File: src/rtl/pagerank_mem_pkg.sv
// Shared definitions for the PageRank memory line path: default geometry,
// word-count derivations and the packer state encoding.
package pagerank_mem_pkg;

    localparam int FULL_WIDTH_DEF = 512;
    localparam int WIDTH_DEF      = 64;
    localparam int ADDR_W_DEF     = 32;

    function automatic int calc_num_words(input int full_width, input int width);
        return full_width / width;
    endfunction

    // A one-word line still needs a 1-bit index port to stay well formed.
    function automatic int calc_idx_w(input int num_words);
        return (num_words > 1) ? $clog2(num_words) : 1;
    endfunction

    typedef enum logic [1:0] {
        EMPTY = 2'd0,
        FILL  = 2'd1,
        DRAIN = 2'd2
    } packer_state_e;

endpackage

File: src/rtl/line_packer_if.sv
// Word-in / line-out bundle of the line packer; slave is the packer side,
// master is the word producer / line consumer side.
interface line_packer_if
    import pagerank_mem_pkg::*;
#(
    parameter int FULL_WIDTH = FULL_WIDTH_DEF,
    parameter int WIDTH      = WIDTH_DEF,
    parameter int ADDR_W     = ADDR_W_DEF
);
    localparam int NUM_WORDS = calc_num_words(FULL_WIDTH, WIDTH);
    localparam int IDX_W     = calc_idx_w(NUM_WORDS);

    logic                    in_valid;
    logic                    in_ready;
    logic [ADDR_W-1:0]       in_line_addr;
    logic [IDX_W-1:0]        in_idx;
    logic [WIDTH-1:0]        in_data;
    logic                    flush;
    logic                    out_valid;
    logic                    out_ready;
    logic [ADDR_W-1:0]       out_line_addr;
    logic [0:FULL_WIDTH-1]   out_line;
    logic [NUM_WORDS-1:0]    out_mask;
    logic                    empty;

    modport slave (
        input  in_valid, in_line_addr, in_idx, in_data, flush, out_ready,
        output in_ready, out_valid, out_line_addr, out_line, out_mask, empty
    );

    modport master (
        output in_valid, in_line_addr, in_idx, in_data, flush, out_ready,
        input  in_ready, out_valid, out_line_addr, out_line, out_mask, empty
    );

endinterface

File: src/rtl/line_packer.sv
// Gathers indexed words into one memory line and emits it with its address
// and word-valid mask; a one-word pending register absorbs a line change.
module line_packer
    import pagerank_mem_pkg::*;
#(
    parameter int FULL_WIDTH = FULL_WIDTH_DEF,
    parameter int WIDTH      = WIDTH_DEF,
    parameter int ADDR_W     = ADDR_W_DEF
) (
    input  logic          clk,
    input  logic          rst_n,
    line_packer_if.slave  bus
);
    localparam int NUM_WORDS = calc_num_words(FULL_WIDTH, WIDTH);
    localparam int IDX_W     = calc_idx_w(NUM_WORDS);

    packer_state_e          state_q, state_d;
    logic [0:FULL_WIDTH-1]  line_q, line_d;
    logic [NUM_WORDS-1:0]   mask_q, mask_d;
    logic [ADDR_W-1:0]      addr_q, addr_d;

    logic                   pend_valid_q, pend_valid_d;
    logic [ADDR_W-1:0]      pend_addr_q, pend_addr_d;
    logic [IDX_W-1:0]       pend_idx_q, pend_idx_d;
    logic [WIDTH-1:0]       pend_data_q, pend_data_d;

    logic                   in_ready_w;
    logic                   accept;
    logic                   wr_en;
    logic                   clr;
    logic [IDX_W-1:0]       wr_idx;
    logic [WIDTH-1:0]       wr_data;

    // in_ready is a pure function of registered state, never of in_valid.
    assign in_ready_w = (state_q != DRAIN);
    assign accept     = bus.in_valid && in_ready_w;

    // NOTE: every variable written here gets a default first, so no path
    // through the case leaves one unassigned and no latch is inferred.
    always_comb begin
        state_d      = state_q;
        line_d       = line_q;
        mask_d       = mask_q;
        addr_d       = addr_q;
        pend_valid_d = pend_valid_q;
        pend_addr_d  = pend_addr_q;
        pend_idx_d   = pend_idx_q;
        pend_data_d  = pend_data_q;
        wr_en        = 1'b0;
        clr          = 1'b0;
        wr_idx       = bus.in_idx;
        wr_data      = bus.in_data;

        case (state_q)
            EMPTY: begin
                if (accept) begin
                    wr_en  = 1'b1;
                    addr_d = bus.in_line_addr;
                end
            end
            FILL: begin
                if (accept) begin
                    if (bus.in_line_addr == addr_q) begin
                        wr_en = 1'b1;
                    end else begin
                        pend_valid_d = 1'b1;
                        pend_addr_d  = bus.in_line_addr;
                        pend_idx_d   = bus.in_idx;
                        pend_data_d  = bus.in_data;
                        state_d      = DRAIN;
                    end
                end else if (bus.flush) begin
                    state_d = DRAIN;
                end
            end
            DRAIN: begin
                if (bus.out_ready) begin
                    clr = 1'b1;
                    if (pend_valid_q) begin
                        wr_en        = 1'b1;
                        wr_idx       = pend_idx_q;
                        wr_data      = pend_data_q;
                        addr_d       = pend_addr_q;
                        pend_valid_d = 1'b0;
                    end else begin
                        state_d = EMPTY;
                    end
                end
            end
            default: state_d = EMPTY;
        endcase

        if (clr) begin
            line_d = '0;
            mask_d = '0;
        end

        // A written word always leaves the line non-empty: drain once the
        // mask is complete or a flush is requested, otherwise keep filling.
        if (wr_en) begin
            for (int k = 0; k < NUM_WORDS; k++) begin
                if (IDX_W'(k) == wr_idx) begin
                    line_d[k*WIDTH +: WIDTH] = wr_data;
                end
            end
            mask_d[wr_idx] = 1'b1;
            state_d        = (&mask_d || bus.flush) ? DRAIN : FILL;
        end
    end

    // NOTE: the line buffer is reset along with the control state because the
    // emitted line must read all-zero after reset, not just be masked off.
    always_ff @(posedge clk) begin
        if (!rst_n) begin
            state_q      <= EMPTY;
            line_q       <= '0;
            mask_q       <= '0;
            addr_q       <= '0;
            pend_valid_q <= 1'b0;
            pend_addr_q  <= '0;
            pend_idx_q   <= '0;
            pend_data_q  <= '0;
        end else begin
            // NOTE: non-blocking assignments so every register samples the
            // pre-edge values regardless of statement order.
            state_q      <= state_d;
            line_q       <= line_d;
            mask_q       <= mask_d;
            addr_q       <= addr_d;
            pend_valid_q <= pend_valid_d;
            pend_addr_q  <= pend_addr_d;
            pend_idx_q   <= pend_idx_d;
            pend_data_q  <= pend_data_d;
        end
    end

    assign bus.in_ready      = in_ready_w;
    assign bus.out_valid     = (state_q == DRAIN);
    assign bus.out_line      = line_q;
    assign bus.out_mask      = mask_q;
    assign bus.out_line_addr = addr_q;
    assign bus.empty         = (state_q == EMPTY) && !pend_valid_q;

endmodule

File: src/flat_wrapper.sv
// flat-port wrapper written by rule: the top's interface ports become plain ports
module line_packer_flat import pagerank_mem_pkg::*;
#(
    parameter int FULL_WIDTH = FULL_WIDTH_DEF,
    parameter int WIDTH      = WIDTH_DEF,
    parameter int ADDR_W     = ADDR_W_DEF
)
  (clk, rst_n, bus_in_valid, bus_in_line_addr, bus_in_idx, bus_in_data, bus_flush, bus_out_ready, bus_in_ready, bus_out_valid, bus_out_line_addr, bus_out_line, bus_out_mask, bus_empty);
  line_packer_if #(.FULL_WIDTH(FULL_WIDTH), .WIDTH(WIDTH), .ADDR_W(ADDR_W)) bus_i ();
  input  logic clk;
  input  logic rst_n;
  input wire logic [$bits(bus_i.in_valid)-1:0] bus_in_valid;
  input wire logic [$bits(bus_i.in_line_addr)-1:0] bus_in_line_addr;
  input wire logic [$bits(bus_i.in_idx)-1:0] bus_in_idx;
  input wire logic [$bits(bus_i.in_data)-1:0] bus_in_data;
  input wire logic [$bits(bus_i.flush)-1:0] bus_flush;
  input wire logic [$bits(bus_i.out_ready)-1:0] bus_out_ready;
  output wire logic [$bits(bus_i.in_ready)-1:0] bus_in_ready;
  output wire logic [$bits(bus_i.out_valid)-1:0] bus_out_valid;
  output wire logic [$bits(bus_i.out_line_addr)-1:0] bus_out_line_addr;
  output wire logic [$bits(bus_i.out_line)-1:0] bus_out_line;
  output wire logic [$bits(bus_i.out_mask)-1:0] bus_out_mask;
  output wire logic [$bits(bus_i.empty)-1:0] bus_empty;
  assign bus_i.in_valid = bus_in_valid;
  assign bus_i.in_line_addr = bus_in_line_addr;
  assign bus_i.in_idx = bus_in_idx;
  assign bus_i.in_data = bus_in_data;
  assign bus_i.flush = bus_flush;
  assign bus_i.out_ready = bus_out_ready;
  assign bus_in_ready = bus_i.in_ready;
  assign bus_out_valid = bus_i.out_valid;
  assign bus_out_line_addr = bus_i.out_line_addr;
  assign bus_out_line = bus_i.out_line;
  assign bus_out_mask = bus_i.out_mask;
  assign bus_empty = bus_i.empty;
  line_packer #(.FULL_WIDTH(FULL_WIDTH), .WIDTH(WIDTH), .ADDR_W(ADDR_W)) u_core (.clk(clk), .rst_n(rst_n), .bus(bus_i));
endmodule
File: config.mk
export PLATFORM = sky130hd
export DESIGN_NAME = line_packer_flat
export DESIGN_NICKNAME = d
export VERILOG_FILES = /design/src/rtl/pagerank_mem_pkg.sv /design/src/rtl/line_packer_if.sv /design/src/rtl/line_packer.sv /design/src/flat_wrapper.sv
export SDC_FILE = /design/constraint.sdc
export NUM_CORES = 1
export LEC_CHECK = 0
export CORE_AREA = 4 4 252 254
export DETAILED_ROUTE_END_ITERATION = 8
export DIE_AREA = 0 0 256 258
export PLACE_DENSITY = 0.68
export SKIP_LAST_GASP = 1
export SYNTH_ARGS = -nofsm -noshare
export SYNTH_HDL_FRONTEND = slang
export SYNTH_SLANG_ARGS = --single-unit
File: constraint.sdc
create_clock -name clk -period 3 [get_ports clk]
set_input_delay 0.45 -clock clk [delete_from_list [all_inputs] [get_ports clk]]
set_output_delay 0.45 -clock clk [all_outputs]
set_load 0.03 [all_outputs]
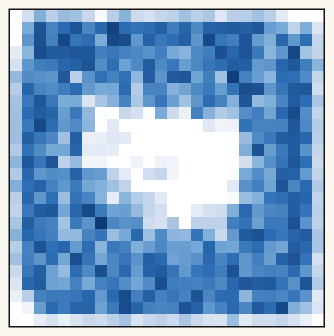
cell_density.png
The die is cut into 26 by 26 equal tiles; white is low, dark blue is high, 0 to 100% covered.
The fullest tile reaches 96%. 10% of the tiles are nearly empty. 23% of the tiles are over 75% full. The emptiest ninth of the die: middle. The mean over all tiles is 51%.

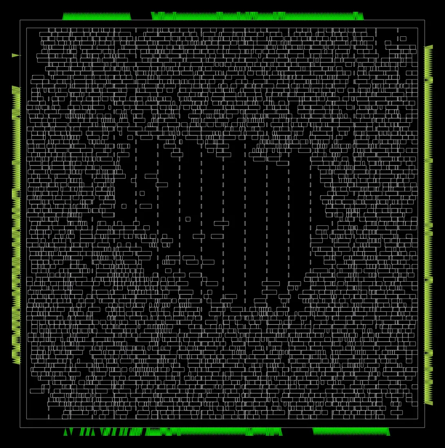
placement.png
Layout Cells excl Fill: 4069
num sequential: 654
# Taps: 790
fraction of area in registers: 0.376
Layout Utilization: 0.568

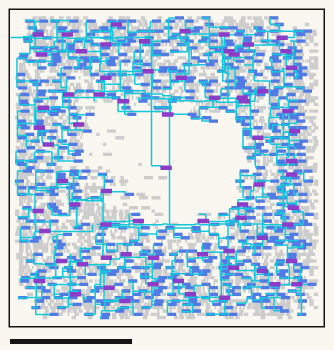
clk_routes.png
The bar under the picture is 100 µm long.
Key: blue = flip-flops [count 654]; cyan = clock wires [length 7860 µm]; purple = clock drivers [count 70]
There are 71 routed clock nets. Position of the flops: widely spread.

==> results.txt <==
run metrics: outcome completed, Hold Buf Count CTS 0, first-pass GRT wire length 127000 µm, ys flop type dfxtp_1, critical path class flip-flop to flip-flop, worst hold slack 431 ps, final worst path period need 2700 ps, most instantiated logic cell after routing nand2_1, Post-DP HPWL 60000 µm, Comb power 0.00212 W, WHS Path Cells 3, reg2reg setup slack 300 ps, Chip Area, Yosys 0.0245 mm², Yosys warning count 0, grt ovf 0, Filler cells 5286, Synth Area per Inst 9.52 µm², PostCTS Resize Cnt 0, Largest stage delay, worst path 360 ps, count leader, synth nand2_1, Signal buffers 743, global-route met2 utilization 0.421, post-synth top area cell dfxtp_1, routed wire length 85000 µm, Min-Delay Path Class primary input to flip-flop, vias in the first global route 20.8k, yosys cell count 2577, WL met3 5870 µm, dpl ws -339 ps, clk_lat worst skew 600 ps, # port buffers 658, 1st-iter DRT viols 1143, met2 WL 41900 µm, htree depth 3, DIE AREA 0.0660 mm², # DRC 0, Simple Share, Synth 0.166, starting density of the core 0.400, #FFs+latches synth 654, ant diodes 13, xor+xnor area frac 0.0114, Post-Synthesis Cells 2577, critical path endpoint category flip-flop, metal1 wirelength 34300 µm, Internal Power 0.0150 W, initial antenna violation count 20, worst endpoint required time 3500 ps, drt via density 5.13, CP Launch Point u_core.bus.out_line_addr[0], pin count of the biggest net entering global routing 142, DR top layer met5, Worst Hold Endpoint u_core.bus.out_line[0], fin worst setup slack 297 ps, wire length per cell 20.9 µm, Final Cell Area 0.0348 mm², slowest cell on the critical path xnor2_1, dominant cells by area after synthesis dfxtp_1 (53%), mux2i_1 (22%), nand2_1 (12%), flip-flops with a built-in enable 0, CTS tree done, worst setup path end u_core.bus.out_line[158], max reg flops 512, switch share 0.251, Top Usage Layer GRT met2, Comb area 0.0107 mm², ClkCell Share 0.0681, syn nets 2681, NonClk Buf Share 0.218, row count 91, commonest cells in the netlist nand2_1 (792), dfxtp_1 (654), mux2i_1 (548), CTS sink count 654, Worst Skew 21.3 ps, CORE AREA 0.0613 mm², mi-comb count 1736, adder share 0, 1st-pass router iterations 7, Register Area 0.0131 mm², Multiplexer share 0.224, post-route setup TNS 0 ps, CTS Root Cell clkbuf_16, # IOs 659, ao+oa area frac 0.0326, max_slew headroom 0.513
Power is estimated from default activity; no workload was simulated.
